==> src/rtl/jesd_pkg.sv <==
// Shared JESD204B link definitions: controller states, lane source selects and
// the control characters the lane blocks insert during CGS and ILA.
package jesd_pkg;

  typedef enum logic [1:0] {
    IDLE = 2'd0,
    CGS  = 2'd1,
    ILA  = 2'd2,
    DATA = 2'd3
  } state_e;

  localparam logic [2:0] CTRL_CGS  = 3'b001;
  localparam logic [2:0] CTRL_ILA  = 3'b010;
  localparam logic [2:0] CTRL_DATA = 3'b100;

  // K28.5 comma for CGS; K28.0 (R), K28.3 (A), K28.4 (Q) mark ILA multiframes.
  localparam logic [7:0] K28_5 = 8'hBC;
  localparam logic [7:0] K28_0 = 8'h1C;
  localparam logic [7:0] K28_3 = 8'h7C;
  localparam logic [7:0] K28_4 = 8'h9C;

  function automatic logic [2:0] ctrl_of_state(input state_e st);
    case (st)
      ILA:     return CTRL_ILA;
      DATA:    return CTRL_DATA;
      default: return CTRL_CGS;
    endcase
  endfunction

endpackage

==> src/rtl/sync_2ff.sv <==
// Generic two-flop synchronizer for a single asynchronous level signal.
module sync_2ff #(
  parameter logic RST_VAL = 1'b0
) (
  input  logic clk,
  input  logic rst_n,
  input  logic d_i,
  output logic q_o
);

  logic meta_q;
  logic sync_q;

  always_ff @(posedge clk or negedge rst_n) begin
    if (!rst_n) begin
      meta_q <= RST_VAL;
      sync_q <= RST_VAL;
    end else begin
      meta_q <= d_i;
      sync_q <= meta_q;
    end
  end

  assign q_o = sync_q;

endmodule

==> src/rtl/jesd_link_ctrl.sv <==
// JESD204B transmit link-establishment controller: sequences CGS -> ILA -> DATA
// on the receiver's SYNC~ and times every phase change from a local LMFC counter.
module jesd_link_ctrl
  import jesd_pkg::*;
#(
  parameter int F          = 2,
  parameter int K          = 32,
  parameter int ILA_MF     = 4,
  parameter int RESYNC_LEN = 4
) (
  input  logic        clk,
  input  logic        rst_n,
  input  logic        enable,
  input  logic        sync_n,
  output logic [2:0]  Data_Ctrl,
  output logic [31:0] Byte_Count,
  output logic [3:0]  ILA_Cnt,
  output logic        lmfc_pulse,
  output logic        link_up
);

  localparam int                  LMFC_W      = $clog2(F * K);
  localparam logic [LMFC_W-1:0]   LMFC_LAST   = LMFC_W'(F * K - 1);
  localparam logic [3:0]          ILA_LAST    = 4'(ILA_MF - 1);
  localparam logic [7:0]          RESYNC_LAST = 8'(RESYNC_LEN - 1);

  logic              sync_s;
  state_e            state_q, state_d;
  logic [LMFC_W-1:0] lmfc_q, lmfc_d;
  logic [3:0]        ila_cnt_q, ila_cnt_d;
  logic [7:0]        resync_cnt_q, resync_cnt_d;
  logic [2:0]        data_ctrl_q;
  logic              lmfc_pulse_q;
  logic              link_up_q;

  logic lmfc_last;
  logic in_link;
  logic resync_hit;

  sync_2ff #(
    .RST_VAL(1'b0)
  ) u_sync (
    .clk  (clk),
    .rst_n(rst_n),
    .d_i  (sync_n),
    .q_o  (sync_s)
  );

  assign lmfc_last = (lmfc_q == LMFC_LAST);
  assign lmfc_d    = lmfc_last ? '0 : lmfc_q + 1'b1;
  assign in_link   = (state_q == ILA) || (state_q == DATA);
  // The current low cycle counts toward the threshold, so the hit fires one
  // cycle before the saturating counter itself would show RESYNC_LEN.
  assign resync_hit = in_link && !sync_s && (resync_cnt_q == RESYNC_LAST);

  always_ff @(posedge clk or negedge rst_n) begin
    if (!rst_n) begin
      state_q      <= IDLE;
      lmfc_q       <= '0;
      ila_cnt_q    <= '0;
      resync_cnt_q <= '0;
      data_ctrl_q  <= CTRL_CGS;
      lmfc_pulse_q <= 1'b0;
      link_up_q    <= 1'b0;
    end else begin
      state_q      <= state_d;
      lmfc_q       <= lmfc_d;
      ila_cnt_q    <= ila_cnt_d;
      resync_cnt_q <= resync_cnt_d;
      data_ctrl_q  <= ctrl_of_state(state_d);
      lmfc_pulse_q <= (lmfc_d == LMFC_LAST);
      link_up_q    <= (state_d == DATA);
    end
  end

  always_comb begin
    state_d      = state_q;
    ila_cnt_d    = '0;
    resync_cnt_d = '0;
    if (in_link && !sync_s) begin
      resync_cnt_d = (resync_cnt_q == 8'hFF) ? resync_cnt_q : resync_cnt_q + 8'd1;
    end

    if (!enable) begin
      state_d      = IDLE;
      resync_cnt_d = '0;
    end else if (resync_hit) begin
      state_d      = CGS;
      resync_cnt_d = '0;
    end else begin
      case (state_q)
        IDLE: state_d = CGS;
        // Leaving CGS on the LMFC's last octet aligns the first ILA octet to count 0.
        CGS: begin
          if (sync_s && lmfc_last) begin
            state_d = ILA;
          end
        end
        ILA: begin
          ila_cnt_d = ila_cnt_q;
          if (lmfc_last) begin
            if (ila_cnt_q == ILA_LAST) begin
              state_d   = DATA;
              ila_cnt_d = '0;
            end else begin
              ila_cnt_d = ila_cnt_q + 4'd1;
            end
          end
        end
        DATA:    state_d = DATA;
        default: state_d = IDLE;
      endcase
    end
  end

  assign Data_Ctrl  = data_ctrl_q;
  assign Byte_Count = 32'(lmfc_q);
  assign ILA_Cnt    = ila_cnt_q;
  assign lmfc_pulse = lmfc_pulse_q;
  assign link_up    = link_up_q;

endmodule
==> config.mk <==
export PLATFORM = sky130hd
export DESIGN_NAME = jesd_link_ctrl
export DESIGN_NICKNAME = d
export VERILOG_FILES = /design/src/rtl/jesd_pkg.sv /design/src/rtl/sync_2ff.sv /design/src/rtl/jesd_link_ctrl.sv
export SDC_FILE = /design/constraint.sdc
export NUM_CORES = 1
export LEC_CHECK = 0
export CORE_UTILIZATION = 50
export DETAILED_ROUTE_END_ITERATION = 8
export HOLD_SLACK_MARGIN = 0.02
export PLACE_DENSITY = 0.84
export SETUP_SLACK_MARGIN = 0.5
export SLEW_MARGIN = 25
export SYNTH_ARGS = -nofsm -noshare
export SYNTH_HDL_FRONTEND = slang
export SYNTH_SLANG_ARGS = --single-unit
export TNS_END_PERCENT = 30
==> constraint.sdc <==
create_clock -name clk -period 2.78 [get_ports clk]
set_input_delay 0.834 -clock clk [delete_from_list [all_inputs] [get_ports clk]]
set_output_delay 0.834 -clock clk [all_outputs]
set_load 0.05 [all_outputs]
==> CHANGELOG.md <==
## Flow update

* Critical path's largest stage delay at 0.83 ns
* Non-clock buffer share at 11.4%
* Tapcell count at 31
* Clk tree area frac at 3.16%
* Tmin final at 2.42 ns
* Final hold slack at 0.377 ns
* Largest register FFs at 8
* Met2 Routed Length at 1360 um
* Area leader, netlist: dfrtp_1
* HP Class: reg2reg
* Crit path kind: reg2out
* Pwr dens at 441 mW/mm^2
* DRT Pass-1 Iters at 6
* Met2 Use GR at 31.0%
* First-pass GRT wire length at 4440 um
* Vias per inst at 5.66
* Post-CTS Setup Bufs at 0
* Critical Path Stages at 1
* Area of placed instances at 0.00161 sq mm
* Internal at 0.532 mW
* Crit. End Element: primary output
* Synth async-reset ratio at 100%
* Flop share of the area at 39.2%
* R2R Setup Slk at 0.90 ns
* Period Utilization, post-route at 87.0%
* Die Height at 56.9 um
* DRT antenna net count at 0
* Final worst slack at 0.361 ns
* YS chip area at 0.00151 sq mm
* Design Area, Final at 0.00166 sq mm
* Final Hold Viols at 0
* Synth Warn # at 0
* Max VDD drop at 253 uV
* Failing checks: design-rule violations
* # setup viols final at 0
* Hold-fix buffers, CTS at 0
* Seq power at 0.382 mW
* CTS tree: done
* Top area cell types: dfrtp_1 (42%), buf_4 (13%), ha_1 (3.3%)
* Simple-Gate Fraction of Synth Area at 19.8%
* Main power-consuming group: registers
* Die Wd at 56.9 um
* RSZ-0062 raised after global routing: yes
* Ant diodes at 0
* Non-clock buffer count in the final layout at 19
* Status: finished with violations
* Most frequent logic cells in the routed design: conb_1 (26), dfrtp_1 (25), clkdlybuf4s50_1 (11), nand3_1 (10), a21oi_1 (9)
* Max clock buf depth at 2
* Clock tree sinks at 26
* Final Non-Filler Cells at 202
* Worst path arrival time at 1.59 ns
* Non-CTS inverters at 6
* CP Cell Sequence: clkdlybuf4s50_1
* Adder Area Share at 3.33%
* Sequential share of power at 52.1%
* Pin count of the biggest net entering global routing at 17
* CP required at 1.95 ns
* GP Congestion at 0.845
* CP max-delay cell: clkdlybuf4s50_1
* Largest cell class by area: combinational gates
* Worst-path maximum fanout at 5
* Slew HR at 64.1%
* Synth Instances at 153
* Ports at 45
* Aoi share at 15.0%
* CP endpoint: ILA_Cnt[2]
* Comb/total area at 42.6%
* # rows at 19
* DR top layer: met4
* Library cells used by synthesis at 45
* Average size of a mapped cell at 9.84 sq um
* Count leader, synth: buf_4
* Sw Ratio at 27.4%
* Residual DRC at 9
* Number of enable flip-flop cells at 0
* Tot Pwr at 0.734 mW
* Area growth syn-to-layout at 10.6%
* Vias in the first global route at 1004
* Met1 Usage GRT at 22.8%
* Clk slew on worst S/H paths at 0.14 ns
* Clk root buf: clkbuf_4
* PortBufs at 18
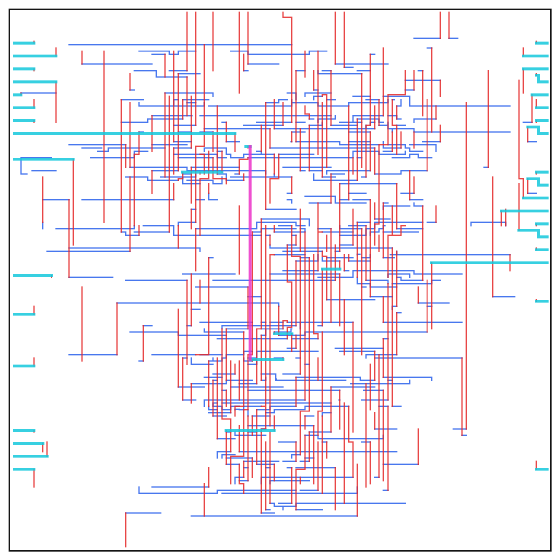
Figure 1: signal wires by layer.
Key: metal 3 = cyan [wire length 129 um]; metal 4 = magenta [wire length 22.4 um]; metal 2 = red [wire length 1360 um]; metal 1 = blue [wire length 1250 um]
DR vias: 1143
wire per inst: 13.7 um
final WL: 2760 um

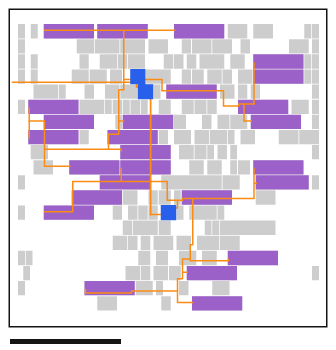
Figure 2: routed clock nets over the placement.
Bar = 20 um.
Key: flip-flops = purple [count 26]; clock wires = orange [length 288 um]; clock drivers = blue [count 3]
Position of the flops: spread over the die. There are 4 routed clock nets.
clock network power: 0.260 mW
worst skew pair latency: 0.32 ns
clock network power share: 35.4%

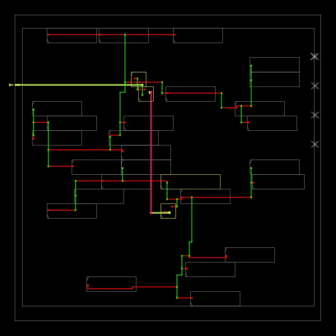
Figure 3: clock routing.
clkbuf count: 3
Flop Count: 26
CTS Buf Count: 3
Clock Skew: 0.00389 ns

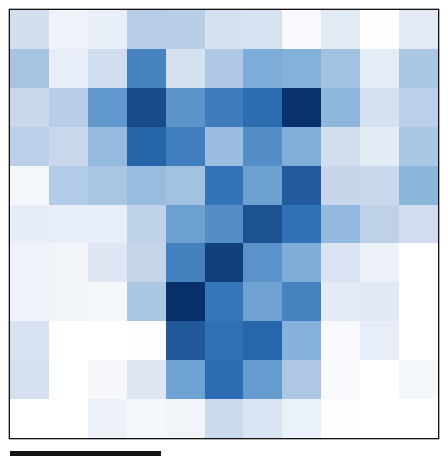
Figure 4: wiring heat map.
Bar = 20 um. 11 x 11 tiles, from white (low) to dark blue (high), scaled to the fullest tile. Values are wire area over tile area, all layers added.
The mean over all tiles is 0.14. 12% of the tiles are nearly empty. The emptiest ninth of the die: south-west. The fullest tile reaches 0.43. The densest ninth of the die: center.
Total GRT Usage: 17.7%

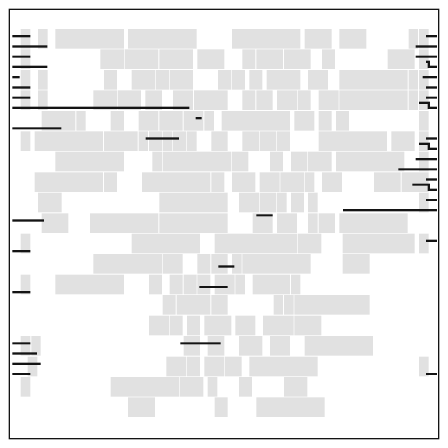
Figure 5: met3 routing.
Cells faint in the background.
39 nets have wire on it. The layer holds 4.7% of the routed length. The wires run mostly horizontal. The layer carries 129 um of wire. The longest straight run is 23.2 um.
GRT met3 Usage: 3.00%

Power figures rest on the tool's default switching activity, not on a simulated workload.
